===== config.mk =====
export PLATFORM = sky130hd
export DESIGN_NAME = alu_sequencer
export DESIGN_NICKNAME = d
export VERILOG_FILES = /design/src/rtl/alu_sequencer.sv
export SDC_FILE = /design/constraint.sdc
export NUM_CORES = 1
export LEC_CHECK = 0
export CAP_MARGIN = 20
export CORE_ASPECT_RATIO = 2
export CORE_MARGIN = 2
export CORE_UTILIZATION = 45
export DETAILED_ROUTE_END_ITERATION = 8
export PLACE_DENSITY = 0.71
export SYNTH_ARGS = -nofsm -noshare
export SYNTH_HDL_FRONTEND = slang
export SYNTH_SLANG_ARGS = --single-unit

===== constraint.sdc =====
create_clock -name clk -period 2.7 [get_ports clk]
set_clock_uncertainty 0.2 [all_clocks]
set_input_delay 0.405 -clock clk [delete_from_list [all_inputs] [get_ports clk]]
set_output_delay 0.405 -clock clk [all_outputs]
set_load 0.01 [all_outputs]

===== src/rtl/alu_sequencer.sv =====
// alu_sequencer: three-state (IDLE/EXEC/WB) controller that issues one 16-bit
// instruction at a time to an external combinational 8-bit ALU, keeps a 4x8
// register file and retires results with Z/N/V flags and a one-cycle done.
module alu_sequencer (
  input  logic        clk,
  input  logic        reset_n,
  input  logic [15:0] instr,
  input  logic        instr_valid,
  output logic        instr_ready,
  output logic        alu_add_sub,
  output logic        alu_set_low,
  output logic        alu_set_high,
  output logic [7:0]  alu_a,
  output logic [7:0]  alu_b,
  input  logic [7:0]  alu_result,
  output logic        done,
  output logic [7:0]  result,
  output logic        flag_z,
  output logic        flag_n,
  output logic        flag_v,
  input  logic [1:0]  dbg_sel,
  output logic [7:0]  dbg_data
);

  typedef enum logic [1:0] {
    S_IDLE = 2'd0,
    S_EXEC = 2'd1,
    S_WB   = 2'd2
  } state_e;

  typedef enum logic [2:0] {
    OP_ADD   = 3'd0,
    OP_SUB   = 3'd1,
    OP_SETLO = 3'd2,
    OP_SETHI = 3'd3,
    OP_LDI   = 3'd4,
    OP_ADDI  = 3'd5,
    OP_SUBI  = 3'd6,
    OP_NOP   = 3'd7
  } op_e;

  state_e      state_q, state_d;
  logic [15:0] ir_q, ir_d;
  logic [7:0]  res_q, res_d;
  logic [7:0]  rf_q [4];
  logic [7:0]  result_q;
  logic        z_q, n_q, v_q;
  logic        done_q;

  // Fields of the captured instruction; bit 8 carries nothing.
  op_e        op;
  logic [1:0] rd, rs;
  logic [7:0] imm;
  logic       unused_ir_bit;

  assign op            = op_e'(ir_q[15:13]);
  assign rd            = ir_q[12:11];
  assign rs            = ir_q[10:9];
  assign imm           = ir_q[7:0];
  assign unused_ir_bit = ir_q[8];

  // Operand selection. The register file is only written at the WB->IDLE
  // edge, so these still show the pre-write values during WB and can be
  // reused there to derive the overflow flag (also covers rd == rs).
  logic       use_imm;
  logic [7:0] op_a, op_b;

  assign use_imm = op inside {OP_LDI, OP_ADDI, OP_SUBI};
  assign op_a    = (op == OP_LDI) ? 8'h00 : rf_q[rd];
  assign op_b    = use_imm ? imm : rf_q[rs];

  // Drive the ALU only in EXEC; everything is zero in the other states.
  // NOTE: every output of a combinational block gets a default first so no
  // path leaves it unassigned and no latch is inferred.
  always_comb begin
    alu_add_sub  = 1'b0;
    alu_set_low  = 1'b0;
    alu_set_high = 1'b0;
    alu_a        = 8'h00;
    alu_b        = 8'h00;
    if (state_q == S_EXEC) begin
      alu_a        = op_a;
      alu_b        = op_b;
      alu_add_sub  = op inside {OP_SUB, OP_SUBI};
      alu_set_low  = (op == OP_SETLO);
      alu_set_high = (op == OP_SETHI);
    end
  end

  // Next-state logic: accept in IDLE, sample the ALU in EXEC, retire in WB.
  always_comb begin
    state_d = state_q;
    ir_d    = ir_q;
    res_d   = res_q;
    case (state_q)
      S_IDLE: begin
        if (instr_valid) begin
          ir_d    = instr;
          state_d = S_EXEC;
        end
      end
      S_EXEC: begin
        res_d   = alu_result;
        state_d = S_WB;
      end
      S_WB:    state_d = S_IDLE;
      default: state_d = S_IDLE;
    endcase
  end

  // Signed-overflow flag for the value retiring in WB.
  logic v_new;
  always_comb begin
    v_new = 1'b0;
    case (op)
      OP_ADD, OP_ADDI: v_new = (op_a[7] == op_b[7]) && (res_q[7] != op_a[7]);
      OP_SUB, OP_SUBI: v_new = (op_a[7] != op_b[7]) && (res_q[7] != op_a[7]);
      default:         v_new = 1'b0;
    endcase
  end

  logic wb_en;
  assign wb_en = (state_q == S_WB) && (op != OP_NOP);

  // State, instruction and ALU-result registers.
  // NOTE: sequential state uses non-blocking assignments so every register
  // samples the pre-edge values regardless of statement order.
  always_ff @(posedge clk or negedge reset_n) begin
    if (!reset_n) begin
      state_q <= S_IDLE;
      ir_q    <= 16'h0000;
      res_q   <= 8'h00;
    end else begin
      state_q <= state_d;
      ir_q    <= ir_d;
      res_q   <= res_d;
    end
  end

  // Register file, result and flags are written once per retiring op.
  // NOTE: the register file is reset like ordinary flops; it is only four
  // bytes and software relies on it reading zero after reset.
  always_ff @(posedge clk or negedge reset_n) begin
    if (!reset_n) begin
      for (int i = 0; i < 4; i++) rf_q[i] <= 8'h00;
      result_q <= 8'h00;
      z_q      <= 1'b0;
      n_q      <= 1'b0;
      v_q      <= 1'b0;
    end else if (wb_en) begin
      rf_q[rd] <= res_q;
      result_q <= res_q;
      z_q      <= (res_q == 8'h00);
      n_q      <= res_q[7];
      v_q      <= v_new;
    end
  end

  // done pulses for one cycle after every WB, NOP included.
  always_ff @(posedge clk or negedge reset_n) begin
    if (!reset_n) done_q <= 1'b0;
    else          done_q <= (state_q == S_WB);
  end

  assign instr_ready = (state_q == S_IDLE);
  assign done        = done_q;
  assign result      = result_q;
  assign flag_z      = z_q;
  assign flag_n      = n_q;
  assign flag_v      = v_q;
  assign dbg_data    = rf_q[dbg_sel];

endmodule


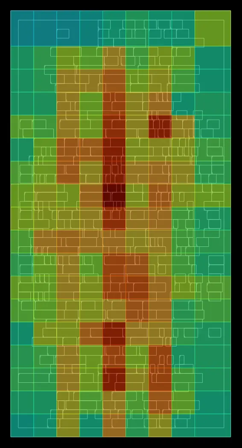
(congestion heat map)
met1 Track Usage GR: 0.2446
Most Crowded Layer GR: met2
M2 GR Usage: 0.3743
Final Util: 0.6192

==> flow_summary.ini <==
; physical design summary
[status]
status = complete, no violations

[routing]
drt_pre_antenna_iters = 4
wirelength_mm = 8.083
wl_per_cell_um = 18.50
drt-initial-drc-count = 95
met1Wirelength_mm = 3.004
via_count = 2414
drc_errors = 0
viasPerCell = 5.524
top_layer = met4
route.met3.wl_um = 331
drtAntennaViolNets = 0
met2_length_mm = 4.520

[final_layout]
fillers = 622
fin_cells = 437
nets = 368
antennaDiodeCount = 0
final_layout_size_suffix_gt1_frac = 0.3178

[floorplan]
dieArea_um2 = 8442
fp-utilization = 0.4582
ios = 69
die_width_um = 65.98
core_um2 = 7545
rows = 45
die_y_um = 128.0

[setup_path]
r2r_end = rf_q[9]$_DFFE_PN0P_
startpoint_type = flop
critPathKind = reg -> out
critical_path_arrival_ns = 2.04
cp.required_ns = 2.10
r2r_slack_ns = 0.40
crit_path_end_kind = output port
reg2reg_from = ir_q[13]$_DFFE_PN0P_
reg2regPathDepth = 6

[pwr]
p_int_uw = 3284
leakagePower_uw = 0.002286
p_per_area_nw_per_um2 = 1007
clockPowerShare = 0.251
ir_drop_mv = 0.5801
p_seq_frac = 0.389
p_sw_frac = 0.3017
pwr-share-comb = 0.360

[cts]
clkTransAtPathRegs_ns = 0.05
h-tree-depth = 3
cts_root_buffer = clkbuf_16
insertion_delay_ns = 0.32
cts_buffer_depth = 2
clock-sinks = 68

[yosys]
yosysWarnings = 0
yosysUniqueCellTypes = 32
ff_type = dfrtp_1
yosys.cell_count.top_type = dfrtp_1
yosys-top-cells-count = dfrtp_1 (68), mux2_2 (55), nand2_1 (48)
syn-mean-instance-area_um2 = 13.14
netlist_instances = 263
yosysTopAreaCell = dfrtp_1
yosysChipArea_um2 = 3457
top_area_frac = 0.4922
area_leaders = dfrtp_1 (49%), mux2_2 (18%), mux4_2 (11%)
synth-seq-cells = 68
yosys_cells = 263
synthArstFlopShare = 1.000
edf_count = 0
ys_seq_frac = 0.4922
syn_area_um2 = 3457
syn_nets = 292

[final_timing]
worst_pin_slew_ns = 0.5544
finalSetupViolCount = 0
setup_tns_ns = 0
finalClockPeriodUsage = 0.9790
drv_slew = 0
slew_headroom = 0.6293
max_freq_mhz = 378.3
fin_crit_ns = 2.643
rsz0062_at_grt = false
hold_violations = 0

[global_route]
antenna_found_initial = 0
grt_pass1_vias = 2596
grt-ovfl-total = 0
track_usage = 0.2156
grt_pass1_wl_mm = 13.38

[hold_path]
hold_path.class = reg -> reg
hold-path-endpoint = flag_z$_DFFE_PN0P_

[placed_design]
gp_congestion = 0.8100
dp_hpwl_mm = 5.659

[run]
tool_warnings = 27
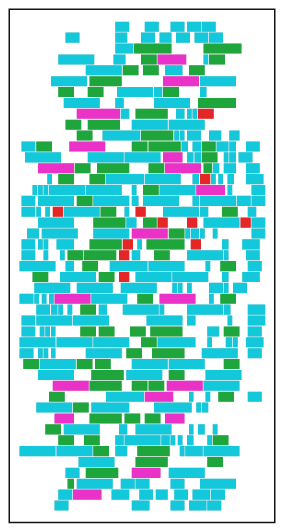
(cells by drive strength)
Drawn at 4 px/µm.
[_6 and larger] magenta | cells: 18 | most used: clkbuf_16
[_2 cells] green | cells: 80 | most used: mux2_2
[_3 and _4 cells] red | cells: 11 | most used: buf_4
[_0 and _1 cells] cyan | cells: 234 | most used: dfrtp_1
setup ws final: 0.05672 ns
growth of design area from synthesis to finish: 35.14%
Final Cell Area: 4672 µm²
Buffers, non-clock: 83

## cell families after synthesis
group / count (synthesis) / synth area share
compound gates: 16 / 0.02316
buf+inv: 21 / 0.03040
flops: 68 / 0.4922
mux: 80 / 0.3460
simple gates: 78 / 0.1082
## layout by cell type, fill, tap and decap left out, drive strengths merged
cell type      instances
nor4                   2
bufinv                 1
nand2                 48
and2                   2
or3                    1
clkbuf                14
a21oi                 10
mux2                  55
dlymetal6s2s          14
and3                   8
nor2b                  1
mux4                  24
or3b                   2
and3b                  1
nor3                   2
mux2i                  1
buf                   16
nand2b                 1
nand3                  3
o21ai                  6
dfrtp                 68
nand3b                 2
nor4b                  1
dlygate4sd2            7
nor2                   4
clkdlybuf4s50         45
dlygate4sd3            1
inv                    3
## cell type report
type	instances	area, µm²	share of cell area
inverter	3	11.26	0.002410
clock buffer	14	274.0	0.05865
tap	94	117.6	0.02517
timing repair buffer	83	877.1	0.1877
clock inverter	1	30.03	0.006427
multi-input combinational	174	1655	0.3543
sequential	68	1707	0.3653
## through the flow
stage	instance area (µm²)	hold WS, ns
after detailed placement	4292	0.2520
after floorplan	3457	-0.09059
after global placement	4292	0.2513
after CTS	4634	0.2851
after global routing	4672	0.3193
final	4672	0.2898
## timing repair
item / 4_1_cts / 5_1_grt
hold endpoints to repair: 68 / 0
buffers inserted: 4 / 0
hold buffers: 1 / 0
endpoints found under the setup margin: 23 / 14
resized: 12 / 16
## power groups by stage
stage	logic, µW	registers, µW	clock network [µW]
after floorplan	1130	1690	0
after global placement	1690	1830	0
after detailed placement	1710	1860	0
after CTS	1730	1830	1200
after global routing	1830	1910	1240
final	1690	1830	1180
## worst max-delay path by stage
stage	cells after the start	slack [ns]	endpoint	start
global route	4	0.002	alu_a[1]	ir_q[11]$_DFFE_PN0P_
CTS	4	0.0008	alu_a[0]	ir_q[11]$_DFFE_PN0P_
detailed placement	4	-0.04	dbg_data[0]	dbg_sel[0]
floorplan	2	0.67	dbg_data[0]	dbg_sel[0]
global placement	4	-0.002	dbg_data[0]	dbg_sel[0]
finish	4	0.06	alu_a[2]	ir_q[11]$_DFFE_PN0P_
## worst max-delay path, cell delays in order (launching register included)
cell	delay (ns)
dfrtp_1	0.38
buf_12	0.16
mux4_2	0.49
and3_1	0.20
clkdlybuf4s50_1	0.48
## metal layers
layer  vias to the layer above  GRT usage
met5                         -          0
met4                         0     0.1032
met3                        18    0.04917
met2                        68     0.3743
met1                      1214     0.2446
li1                       1114          -
## registers in the layout, summed over array words and instances (netlist names)
register  count
done          1
flag_v        1
flag_z        1
ir_q         15
res_q         8
result        8
rf_q         32
state_q       2
No activity file was given, so power comes from the tool's default toggle rates.
